M1 wires:
The bar under the picture is 50 um long. Supply wires on this layer in gray.
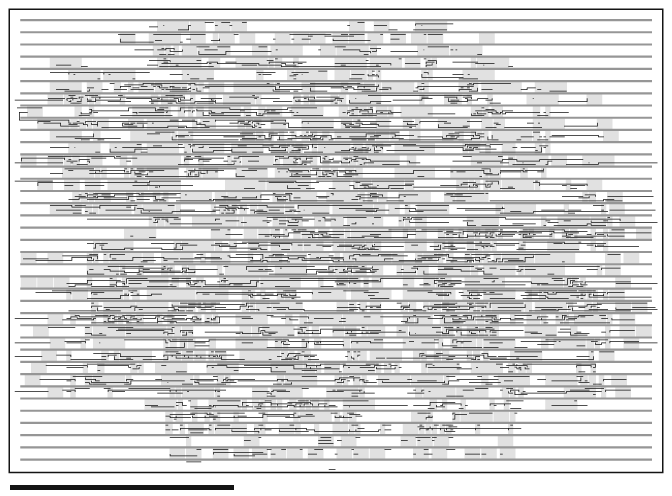
Track usage over the die:
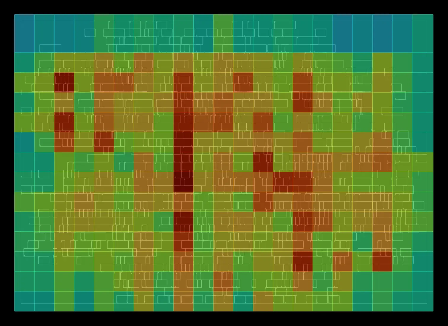
Wiring by layer:
Two of the layers only.
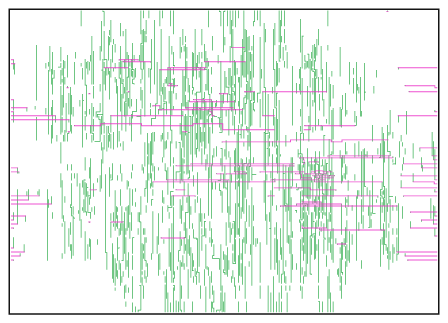
Port wiring:
The bar under the picture is 50 um long.
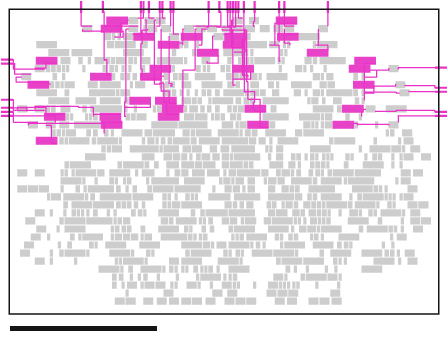
$ cat config.mk
export PLATFORM = sky130hd
export DESIGN_NAME = multibyte_add_seq_flat
export DESIGN_NICKNAME = d
export VERILOG_FILES = /design/src/rtl/multibyte_add_seq_if.sv /design/src/rtl/multibyte_add_seq.sv /design/src/flat_wrapper.sv
export SDC_FILE = /design/constraint.sdc
export NUM_CORES = 1
export LEC_CHECK = 0
export CAP_MARGIN = 20
export CORE_ASPECT_RATIO = 0.7
export CORE_MARGIN = 2
export CORE_UTILIZATION = 40
export CTS_BUF_LIST = sky130_fd_sc_hd__clkbuf_16
export DETAILED_ROUTE_END_ITERATION = 8
export PLACE_DENSITY_LB_ADDON = 0.25
export SLEW_MARGIN = 10
export SYNTH_ARGS = -nofsm -noshare
export SYNTH_HDL_FRONTEND = slang
export SYNTH_SLANG_ARGS = --single-unit
$ cat constraint.sdc
create_clock -name clk -period 3.2 [get_ports clk]
set_clock_uncertainty 0.1 [all_clocks]
set_input_delay 0.64 -clock clk [delete_from_list [all_inputs] [get_ports clk]]
set_output_delay 0.64 -clock clk [all_outputs]
set_load 0.01 [all_outputs]
$ cat src/rtl/multibyte_add_seq_if.sv
// Handshake/operand bundle for multibyte_add_seq.
//   master : upstream issuer; drives start, a, b, cin; observes ready, busy, done, sum, cout.
//   slave  : the sequencer; the reverse directions.
// Optional ovf signal exists only when MBADD_OVF_EN is defined.
interface multibyte_add_seq_if #(
  parameter int unsigned NBYTES = 4
);
  localparam int unsigned W = 8 * NBYTES;

  logic         start;
  logic [W-1:0] a;
  logic [W-1:0] b;
  logic         cin;
  logic         ready;
  logic         busy;
  logic         done;
  logic [W-1:0] sum;
  logic         cout;
`ifdef MBADD_OVF_EN
  logic         ovf;

  modport master (
    output start, a, b, cin,
    input  ready, busy, done, sum, cout, ovf
  );
  modport slave (
    input  start, a, b, cin,
    output ready, busy, done, sum, cout, ovf
  );
`else
  modport master (
    output start, a, b, cin,
    input  ready, busy, done, sum, cout
  );
  modport slave (
    input  start, a, b, cin,
    output ready, busy, done, sum, cout
  );
`endif
endinterface

$ cat src/rtl/multibyte_add_seq.sv
// Byte-serial multi-byte adder controller.
// Adds two NBYTES-byte operands plus carry-in, one byte per cycle LSB first, through a single
// 8-bit adder with a carry register. Result and carry-out appear together with a one-cycle
// done pulse and are held until the next completion.
// Ports:
//   clk   : clock, all state changes on rising edge
//   rst_n : synchronous active-low reset
//   bus   : slave side of multibyte_add_seq_if (start/a/b/cin in, ready/busy/done/sum/cout out)
// Optional feature: define MBADD_OVF_EN to add the registered signed-overflow output bus.ovf.
module multibyte_add_seq #(
  parameter int unsigned NBYTES = 4
) (
  input logic                clk,
  input logic                rst_n,
  multibyte_add_seq_if.slave bus
);

  localparam int unsigned W    = 8 * NBYTES;
  localparam int unsigned IdxW = (NBYTES > 1) ? $clog2(NBYTES) : 1;

  typedef enum logic [1:0] {StIdle, StRun, StDone} state_e;

  state_e          state_q;
  logic [W-1:0]    a_q;
  logic [W-1:0]    b_q;
  logic [W-1:0]    work_q;
  logic            carry_q;
  logic [IdxW-1:0] idx_q;
  logic            ready_q;
  logic            busy_q;
  logic            done_q;
  logic [W-1:0]    sum_q;
  logic            cout_q;
`ifdef MBADD_OVF_EN
  logic            ovf_q;
`endif

  logic [7:0]      byte_a;
  logic [7:0]      byte_b;
  logic [8:0]      add_res;
  logic [W-1:0]    work_next;
  logic            last_byte;

  // Shared eight_bit_adder datapath: byte idx of each latched operand plus the carry register.
  // work_next is the working result with the current byte merged in, so the final byte can be
  // published to sum in the same edge it is produced.
  always_comb begin
    byte_a    = '0;
    byte_b    = '0;
    for (int i = 0; i < int'(NBYTES); i++) begin
      if (idx_q == IdxW'(i)) begin
        byte_a = a_q[i*8 +: 8];
        byte_b = b_q[i*8 +: 8];
      end
    end
    add_res   = {1'b0, byte_a} + {1'b0, byte_b} + {8'd0, carry_q};
    work_next = work_q;
    for (int i = 0; i < int'(NBYTES); i++) begin
      if (idx_q == IdxW'(i)) begin
        work_next[i*8 +: 8] = add_res[7:0];
      end
    end
    last_byte = (idx_q == IdxW'(NBYTES - 1));
  end

  always_ff @(posedge clk) begin
    if (!rst_n) begin
      state_q <= StIdle;
      a_q     <= '0;
      b_q     <= '0;
      work_q  <= '0;
      carry_q <= 1'b0;
      idx_q   <= '0;
      ready_q <= 1'b1;
      busy_q  <= 1'b0;
      done_q  <= 1'b0;
      sum_q   <= '0;
      cout_q  <= 1'b0;
`ifdef MBADD_OVF_EN
      ovf_q   <= 1'b0;
`endif
    end else begin
      done_q <= 1'b0;
      case (state_q)
        // DONE accepts a new request exactly like IDLE, giving one result per NBYTES+1 cycles.
        StIdle, StDone: begin
          if (bus.start) begin
            a_q     <= bus.a;
            b_q     <= bus.b;
            carry_q <= bus.cin;
            idx_q   <= '0;
            state_q <= StRun;
            ready_q <= 1'b0;
            busy_q  <= 1'b1;
          end else begin
            state_q <= StIdle;
            ready_q <= 1'b1;
            busy_q  <= 1'b0;
          end
        end
        StRun: begin
          work_q  <= work_next;
          carry_q <= add_res[8];
          if (last_byte) begin
            idx_q   <= '0;
            sum_q   <= work_next;
            cout_q  <= add_res[8];
`ifdef MBADD_OVF_EN
            ovf_q   <= (a_q[W-1] == b_q[W-1]) && (work_next[W-1] != a_q[W-1]);
`endif
            done_q  <= 1'b1;
            ready_q <= 1'b1;
            busy_q  <= 1'b0;
            state_q <= StDone;
          end else begin
            idx_q <= idx_q + IdxW'(1);
          end
        end
        default: begin
          state_q <= StIdle;
          ready_q <= 1'b1;
          busy_q  <= 1'b0;
        end
      endcase
    end
  end

  assign bus.ready = ready_q;
  assign bus.busy  = busy_q;
  assign bus.done  = done_q;
  assign bus.sum   = sum_q;
  assign bus.cout  = cout_q;
`ifdef MBADD_OVF_EN
  assign bus.ovf   = ovf_q;
`endif

endmodule

$ cat src/flat_wrapper.sv
// flat-port wrapper written by rule: the top's interface ports become plain ports
module multibyte_add_seq_flat 
#(
  parameter int unsigned NBYTES = 4
)
  (clk, rst_n, bus_start, bus_a, bus_b, bus_cin, bus_ready, bus_busy, bus_done, bus_sum, bus_cout);
  multibyte_add_seq_if #(.NBYTES(NBYTES)) bus_i ();
  input logic clk;
  input logic rst_n;
  input wire logic [$bits(bus_i.start)-1:0] bus_start;
  input wire logic [$bits(bus_i.a)-1:0] bus_a;
  input wire logic [$bits(bus_i.b)-1:0] bus_b;
  input wire logic [$bits(bus_i.cin)-1:0] bus_cin;
  output wire logic [$bits(bus_i.ready)-1:0] bus_ready;
  output wire logic [$bits(bus_i.busy)-1:0] bus_busy;
  output wire logic [$bits(bus_i.done)-1:0] bus_done;
  output wire logic [$bits(bus_i.sum)-1:0] bus_sum;
  output wire logic [$bits(bus_i.cout)-1:0] bus_cout;
  assign bus_i.start = bus_start;
  assign bus_i.a = bus_a;
  assign bus_i.b = bus_b;
  assign bus_i.cin = bus_cin;
  assign bus_ready = bus_i.ready;
  assign bus_busy = bus_i.busy;
  assign bus_done = bus_i.done;
  assign bus_sum = bus_i.sum;
  assign bus_cout = bus_i.cout;
  multibyte_add_seq #(.NBYTES(NBYTES)) u_core (.clk(clk), .rst_n(rst_n), .bus(bus_i));
endmodule
==> flow_metrics.env <==
# source this file to load flow results
export IMPL_status="finished, final reports clean"
export IMPL_fp_util=0.405
export IMPL_cp_max_fo=15
export IMPL_top_area_cell="dfxtp_1"
export IMPL_period_used=0.957
export IMPL_fp_dieArea_um2=14900
export IMPL_power_density_nw_per_um2=552
export IMPL_setup_viol=0
export IMPL_rows=36
export IMPL_yosysUniqueCellTypes=43
export IMPL_fin_nets=898
export IMPL_worstSetupStartpointType="register"
export IMPL_drcViolationCount=0
export IMPL_ys_sh_mux=0.0296
export IMPL_swShare=0.265
export IMPL_ys_seq_frac=0.459
export IMPL_worstHoldPathType="register to register"
export IMPL_ys_chip_area_um2=5590
export IMPL_p_comb_w=0.000573
export IMPL_min_from="u_core.bus.sum[16]$_SDFFE_PN0P_"
export IMPL_r2r_setup_slack_ps=140
export IMPL_ys_sh_xor=0.00896
export IMPL_cts_resized=7
export IMPL_synth_avg_cell_area_um2=7.72
export IMPL_warnings=29
export IMPL_place_congestion=0.935
export IMPL_p_sw_w=0.00111
export IMPL_ff_type="dfxtp_1"
export IMPL_top_logic_kind="simple AND/OR/NAND/NOR gates"
export IMPL_nonClkBufAreaFrac=0.168
export IMPL_largest_class="multi-input combinational cells"
export IMPL_seq_area_um2=2560
export IMPL_dp_hpwl_um=10800
export IMPL_ctsHoldBuffers=0
export IMPL_timing_fmax_ghz=0.327
export IMPL_reg2reg_depth=16
export IMPL_die_x_um=145
export IMPL_clkLatencyLatePin_ps=420
export IMPL_ant_nets=0
export IMPL_power_leader="the clock network"
export IMPL_cts_setup_buffers=0
export IMPL_hold_path_depth=2
export IMPL_yosys_area_share_simple=0.213
export IMPL_ys_async_sr_fraction=0
export IMPL_diodes=0
export IMPL_max_slew_margin_rel=0.586
export IMPL_synth_flops=128
export IMPL_yosysCellCount=724
export IMPL_p_leak_nw=2.81
export IMPL_final_comb_area_um2=2870
export IMPL_r2r_end="u_core.bus.sum[14]$_SDFFE_PN0P_"
export IMPL_dr_pass1_iters=5
export IMPL_die_h_um=103
export IMPL_dr_wl_met2_um=6830
export IMPL_synthAoiAreaFrac=0.210
export IMPL_core_area_um2=13800
export IMPL_cp_cell_sequence="inv_2 > ha_4 > buf_6 > nand2_1 > a21oi_1 > a21oi_1 > nor2_1 > a21oi_2 > fa_2 > inv_1 > fa_2 > a21o_1 > a221oi_4 > xnor2_4 > mux2i_1 > a21oi_1"
export IMPL_seq_cell_share=0.339
export IMPL_vias_per_cell=5.13
export IMPL_drive_above_1_share=0.101
export IMPL_most_common_cell="nand2_1"
export IMPL_fa_ha_area_frac=0.0318
export IMPL_cts_inserted_buffers=17
export IMPL_cp_endpoint="u_core.bus.sum[14]$_SDFFE_PN0P_"
export IMPL_cts_tree="done"
export IMPL_fin_tns_setup_ps=0
export IMPL_netlist_instances=724
-- 'M1 wires' (at the start) --
818 nets have wire on it. The wires run mostly horizontal. The longest straight run is 51.5 um. The layer carries 7030 um of wire.
GR Layer Usage met1: 0.280
routed vias: 5233
final WL: 15200 um

-- 'track usage over the die' (at the start) --
DR WL/cell: 14.9 um
Overall Global Routing Usage: 0.208
met3 Use GR: 0.0469
met2 usage: 0.335
global route hottest layer: met2

-- 'wiring by layer' (at the start) --
met2: shown in green, wire length 6830 um. met3: shown in magenta, wire length 1090 um.

-- 'port wiring' (at the start) --
bus_sum: shown in magenta, bits 32, direction output, edge 21 top, 6 left, 5 right, end cells 32, buffers 32, wire 994 um.
Port Buffer Count: 103
Ports: 104

registers in the layout, indices dropped and copies added (netlist names):
register and cells:
u_core.a_q 32, u_core.bus.done 1, u_core.carry_q 1, u_core.bus.sum 32, u_core.bus.cout 1, u_core.b_q 32, u_core.idx_q 2, u_core.state_q 2
u_core.work_q 24, u_core.bus.ready 1
stage by stage:
step | std cells | hold WS (ps) | instance area (um^2) | power (W) | setup WS [ps]
finish | 1020 | 350 | 7570 | 0.00418 | 137
global route | 1020 | 374 | 7570 | 0.00435 | -70.2
CTS | 1019 | 352 | 7490 | 0.00419 | 4.69
detailed placement | 987 | 346 | 6870 | 0.00228 | -63.9
global placement | 987 | 340 | 6870 | 0.00226 | 79.3
floorplan | 724 | 336 | 5590 | 0.00205 | 87.2
Power is estimated from default activity; no workload was simulated.
